File: config.mk
export PLATFORM = sky130hd
export DESIGN_NAME = uart_tx
export DESIGN_NICKNAME = d
export VERILOG_FILES = /design/src/rtl/uart_tx.sv
export SDC_FILE = /design/constraint.sdc
export NUM_CORES = 1
export LEC_CHECK = 0
export CORE_MARGIN = 2
export CORE_UTILIZATION = 48
export CTS_BUF_LIST = sky130_fd_sc_hd__clkbuf_16
export DETAILED_ROUTE_END_ITERATION = 16
export HOLD_SLACK_MARGIN = 0.12
export PLACE_DENSITY = 0.84
export SLEW_MARGIN = 25
export SYNTH_ARGS = -nofsm -noshare
export SYNTH_HDL_FRONTEND = slang
export SYNTH_SLANG_ARGS = --single-unit
File: constraint.sdc
create_clock -name clk -period 1.9 [get_ports clk]
set_input_delay 0.475 -clock clk [delete_from_list [all_inputs] [get_ports clk]]
set_output_delay 0.475 -clock clk [all_outputs]
set_load 0.02 [all_outputs]
File: src/rtl/uart_tx.sv
`timescale 1ns/1ps
// ---------------------------------------------------------------------------
// UartTx -- serial byte transmitter (module name uart_tx)
//
// Sends one byte per frame on a line that idles low: a high start bit, eight
// data bits LSB first, then a low stop bit. Every bit lasts DIV clock cycles,
// so a frame is exactly 10*DIV cycles. Bytes arrive over a valid/ready
// handshake and are taken on any rising edge where valid && ready.
//
// Optional feature macro: UART_TX_HOLD_EN
//   defined   -> a one-byte holding slot lets a byte be accepted while a frame
//                is on the line, and the next start bit follows the stop bit
//                with no idle cycle in between. ready = slot empty.
//   undefined -> no slot; ready is high only while idle, so back-to-back
//                frames are separated by exactly one idle cycle.
//
// Parameters:
//   DIV    clock cycles per bit, 2..256 (default 8)
//
// Ports:
//   clk    in   system clock, rising edge
//   reset  in   asynchronous active-high reset
//   in     in   [7:0] byte to transmit, sampled on the accepting edge
//   valid  in   in holds a byte to send
//   ready  out  block accepts a byte this cycle (registered)
//   out    out  serial line: idle 0, start 1, stop 0 (registered)
//   busy   out  a frame is on the line, start through stop bit (registered)
// ---------------------------------------------------------------------------
module uart_tx #(
  parameter int DIV = 8
) (
  input  logic       clk,
  input  logic       reset,
  input  logic [7:0] in,
  input  logic       valid,
  output logic       ready,
  output logic       out,
  output logic       busy
);

  localparam int            CW     = $clog2(DIV);
  localparam logic [CW-1:0] CntMax = CW'(DIV - 1);

  typedef enum logic [1:0] {
    IDLE,
    START,
    DATA,
    STOP
  } state_t;

  state_t        state_q, state_d;
  logic [CW-1:0] divCnt_q, divCnt_d;
  logic [2:0]    bitIdx_q, bitIdx_d;
  logic [7:0]    shift_q, shift_d;
  logic          out_q, out_d;
  logic          busy_q, busy_d;
  logic          ready_q, ready_d;

  logic          accept;
  logic          bitEnd;
  logic          pendingValid;
  logic [7:0]    pendingByte;
  logic          frameLoad;

  assign accept = valid && ready_q;
  assign bitEnd = (divCnt_q == CntMax);

  // A new frame is loaded either straight out of idle or on the edge that
  // ends a stop bit, provided some byte is waiting to go.
  assign frameLoad = pendingValid &&
                     ((state_q == IDLE) || ((state_q == STOP) && bitEnd));

`ifdef UART_TX_HOLD_EN
  logic       holdValid_q, holdValid_d;
  logic [7:0] holdByte_q, holdByte_d;

  // The slot always has priority over a fresh byte so ordering is kept.
  assign pendingValid = holdValid_q || accept;
  assign pendingByte  = holdValid_q ? holdByte_q : in;

  // Slot update. When the slot drains into the shifter on the same edge a
  // byte is accepted, the new byte takes the slot's place. A byte accepted
  // while no frame load happens parks in the slot.
  always_comb begin
    holdValid_d = holdValid_q;
    holdByte_d  = holdByte_q;
    if (frameLoad && holdValid_q) begin
      holdValid_d = accept;
      holdByte_d  = in;
    end else if (accept && !frameLoad) begin
      holdValid_d = 1'b1;
      holdByte_d  = in;
    end
  end

  always_ff @(posedge clk or posedge reset) begin
    if (reset) begin
      holdValid_q <= 1'b0;
      holdByte_q  <= '0;
    end else begin
      holdValid_q <= holdValid_d;
      holdByte_q  <= holdByte_d;
    end
  end
`else
  assign pendingValid = accept;
  assign pendingByte  = in;
`endif

  // State and datapath registers. Reset abandons any partial frame and
  // forces the line low at once.
  always_ff @(posedge clk or posedge reset) begin
    if (reset) begin
      state_q  <= IDLE;
      divCnt_q <= '0;
      bitIdx_q <= '0;
      shift_q  <= '0;
      out_q    <= 1'b0;
      busy_q   <= 1'b0;
      ready_q  <= 1'b0;
    end else begin
      state_q  <= state_d;
      divCnt_q <= divCnt_d;
      bitIdx_q <= bitIdx_d;
      shift_q  <= shift_d;
      out_q    <= out_d;
      busy_q   <= busy_d;
      ready_q  <= ready_d;
    end
  end

  // Next-state logic. The divide counter runs 0..DIV-1 in every non-idle
  // state and wraps on the edge that ends a bit, so each bit lasts DIV cycles.
  always_comb begin
    state_d  = state_q;
    divCnt_d = bitEnd ? '0 : divCnt_q + CW'(1);
    bitIdx_d = bitIdx_q;
    shift_d  = shift_q;
    case (state_q)
      IDLE: begin
        divCnt_d = '0;
        bitIdx_d = '0;
        if (frameLoad) begin
          state_d = START;
          shift_d = pendingByte;
        end
      end
      START: begin
        if (bitEnd) begin
          state_d  = DATA;
          bitIdx_d = '0;
        end
      end
      DATA: begin
        if (bitEnd) begin
          shift_d = shift_q >> 1;
          if (bitIdx_q == 3'd7) begin
            state_d = STOP;
          end else begin
            bitIdx_d = bitIdx_q + 3'd1;
          end
        end
      end
      STOP: begin
        if (bitEnd) begin
          if (frameLoad) begin
            state_d = START;
            shift_d = pendingByte;
          end else begin
            state_d = IDLE;
          end
        end
      end
      default: begin
        state_d = IDLE;
      end
    endcase
  end

  // Output logic. Outputs are decoded from the next state so that, once
  // registered, they line up with the state they describe; the shifter's
  // next value already holds the bit that goes on the line.
  always_comb begin
    out_d  = 1'b0;
    busy_d = (state_d != IDLE);
    case (state_d)
      START:   out_d = 1'b1;
      DATA:    out_d = shift_d[0];
      default: out_d = 1'b0;
    endcase
`ifdef UART_TX_HOLD_EN
    ready_d = !holdValid_d;
`else
    ready_d = (state_d == IDLE);
`endif
  end

  assign out   = out_q;
  assign busy  = busy_q;
  assign ready = ready_q;

endmodule
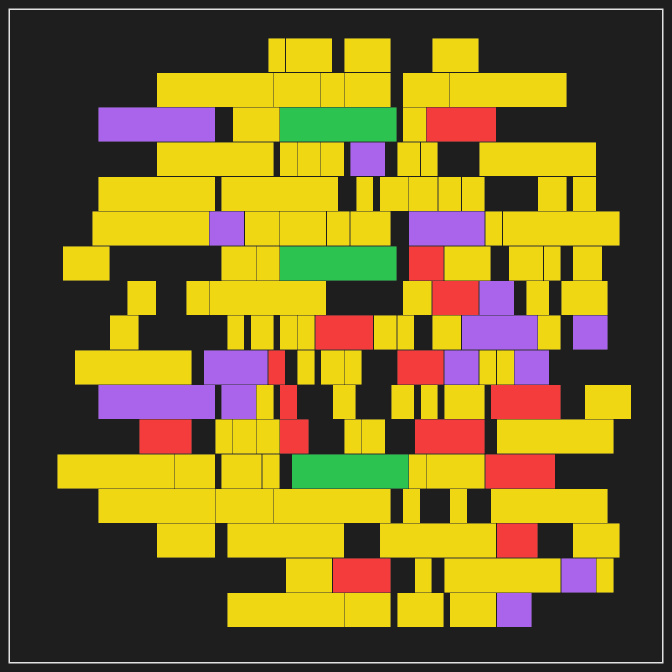
**Above:** cells by drive strength.
color	size	cells	share
yellow	_0 and _1 cells	99	76%
green	_6 and larger	3	2.3%
purple	_3 and _4 cells	14	11%
red	_2 cells	14	11%

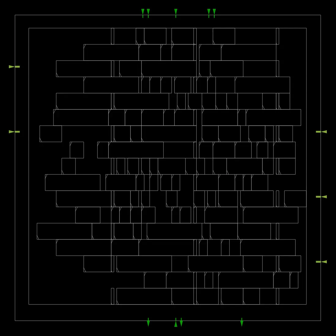
**Above:** cell placement.
# Taps: 28
FILL cells: 167

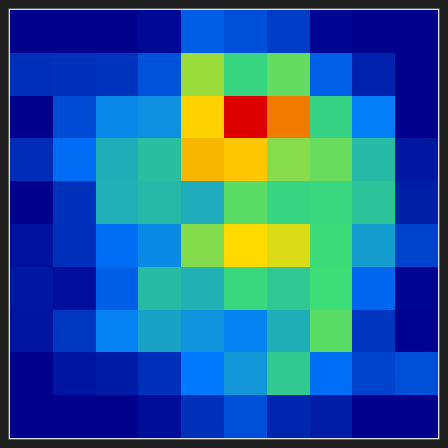
**Above:** wire density map.
10 x 10 tiles, from dark blue (low) to red (high), scaled to the fullest tile. Values are wire area over tile area, all layers added.
mean over tiles	0.15
fullest tile	0.56
emptiest ninth of the die	bottom left
nearly empty tiles	19%
densest ninth of the die	middle
Total GRT Usage: 20.71%
routed vias: 900
Routed WL: 2427 µm
mean routed wirelength per cell: 15.36 µm

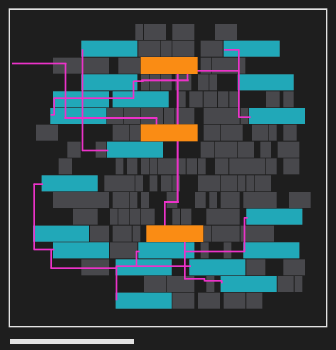
**Above:** routed clock nets over the placement.
The bar under the picture is 20 µm long.
[magenta] clock wires | length: 229 µm
[orange] clock drivers | count: 3
[cyan] flip-flops | count: 19
routed clock nets	4
flops lie	all over the die
P_clk: 0.000420 W
clock network fraction of design power: 20.6%
clock skew: 0.001820 ns

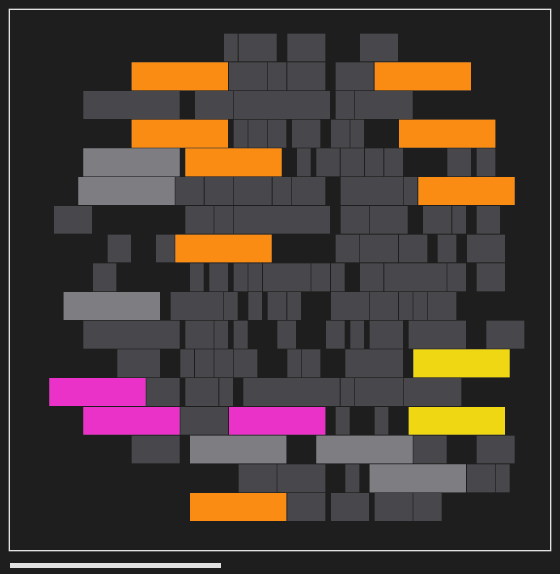
**Above:** register map, names as in the netlist.
The bar under the picture is 20 µm long.
color	signal	sequential cells
orange	shift_q	8
yellow	state_q	2
magenta	bitIdx_q	3
Sequential Area: 475.5 µm²
Power Sequential: 0.000732 W
final core utilization: 65.46%
Seq area share: 33.81%

==> results.ini <==
[power]
p_int_w=0.001273
p_comb_w=0.000890
p_leak_nw=0.6080
seqPwrFrac_pct=35.9
power_switching_w=0.0007698
p_sw_share_pct=37.69
p_comb_share_pct=43.6
power.density_nw_per_um2=1452

[layout]
buffers=22
buf_share_pct=14.06
layout_top_cell=dfrtp_1
antenna_cells=0
layout-drive-gt1-share_pct=23.85
comb.multi_input.count=79
area_growth_pct=31.77
nNetsFinal=149
ff_count=19

[worst_setup_path]
startpoint=divCnt_q[0]
path_buffers=1
crit_path_max_fanout=3
rr_endpoint=out
start_kind=flop
cp.arrival_ns=2.03
r2r_setup_slack_ns=-0.01
timing.critical_path.mode_cell=ha_4
end_kind=flop
crit_cells=10
reg2regPathDepth=10

[clock_network]
cts_buffer_depth=2
numCtsBuffers=3
hold_buffers=0
cts_resized=9
postCtsSetupBuffers=1
cts_tree=built

[sta]
finalSetupViolCount=1
tightest_slew_ns=0.4249
rsz0062_at_grt=yes
hold-worst-slack_ns=0.4897
slew_headroom_pct=71.67
fin_crit_sh_pct=100.5
layout_setup_ws_ns=-0.009644
period_minus_slack_ns=1.910

[worst_hold_path]
worstHoldStart=shift_q[1]

[global_routing]
antenna_found_initial=0
grt_pass1_vias=953
grtUsageMet1_pct=25.61
grt.overflow.total=0

[job]
max_cap_violations=0
warning_count=30

[yosys]
ys_sh_aoi_pct=21.92
synth_warnings=0
synthTopCellsByArea=dfrtp_1, ha_1, nand2_1
adder_share_pct=8.206
syn_area_per_cell_um2=9.792
fp_nets=127
yosys_cells=109
synthDistinctLibCells=35

[status]
violations=setup timing
status=finished, violations left

[floorplan]
die_x_um=51.16
fp-row-count=17
chip_area_um2=2617
core_area_um2=2148
fp_util_pct=49.68

[routing]
highest_layer=met4
routed_via_density=5.696

[placement]
gp_congestion=0.8556
post_dp_cell_area_um2=1265

-- synthesized netlist by cell type, drive strengths merged --
cell type / instances
and2: 2
nand3: 7
a21o: 1
xor2: 1
a31oi: 1
a211oi: 1
inv: 6
a22o: 2
a221oi: 1
o32ai: 1
o211ai: 2
mux2: 1
nand2: 15
ha: 7
nor2b: 4
dfrtp: 19
o21ai: 4
a21oi: 10
nor3: 2
and4bb: 1
or3: 1
a21bo: 2
a311oi: 1
a221o: 4
nand2b: 2
buf: 5
o31ai: 1
nor2: 5
-- state kept, by name, indices dropped and copies added, names as in the netlist --
name      flops
bitIdx_q      3
busy          1
divCnt_q      3
out           1
ready         1
shift_q       8
state_q       2
Power figures rest on the tool's default switching activity, not on a simulated workload.
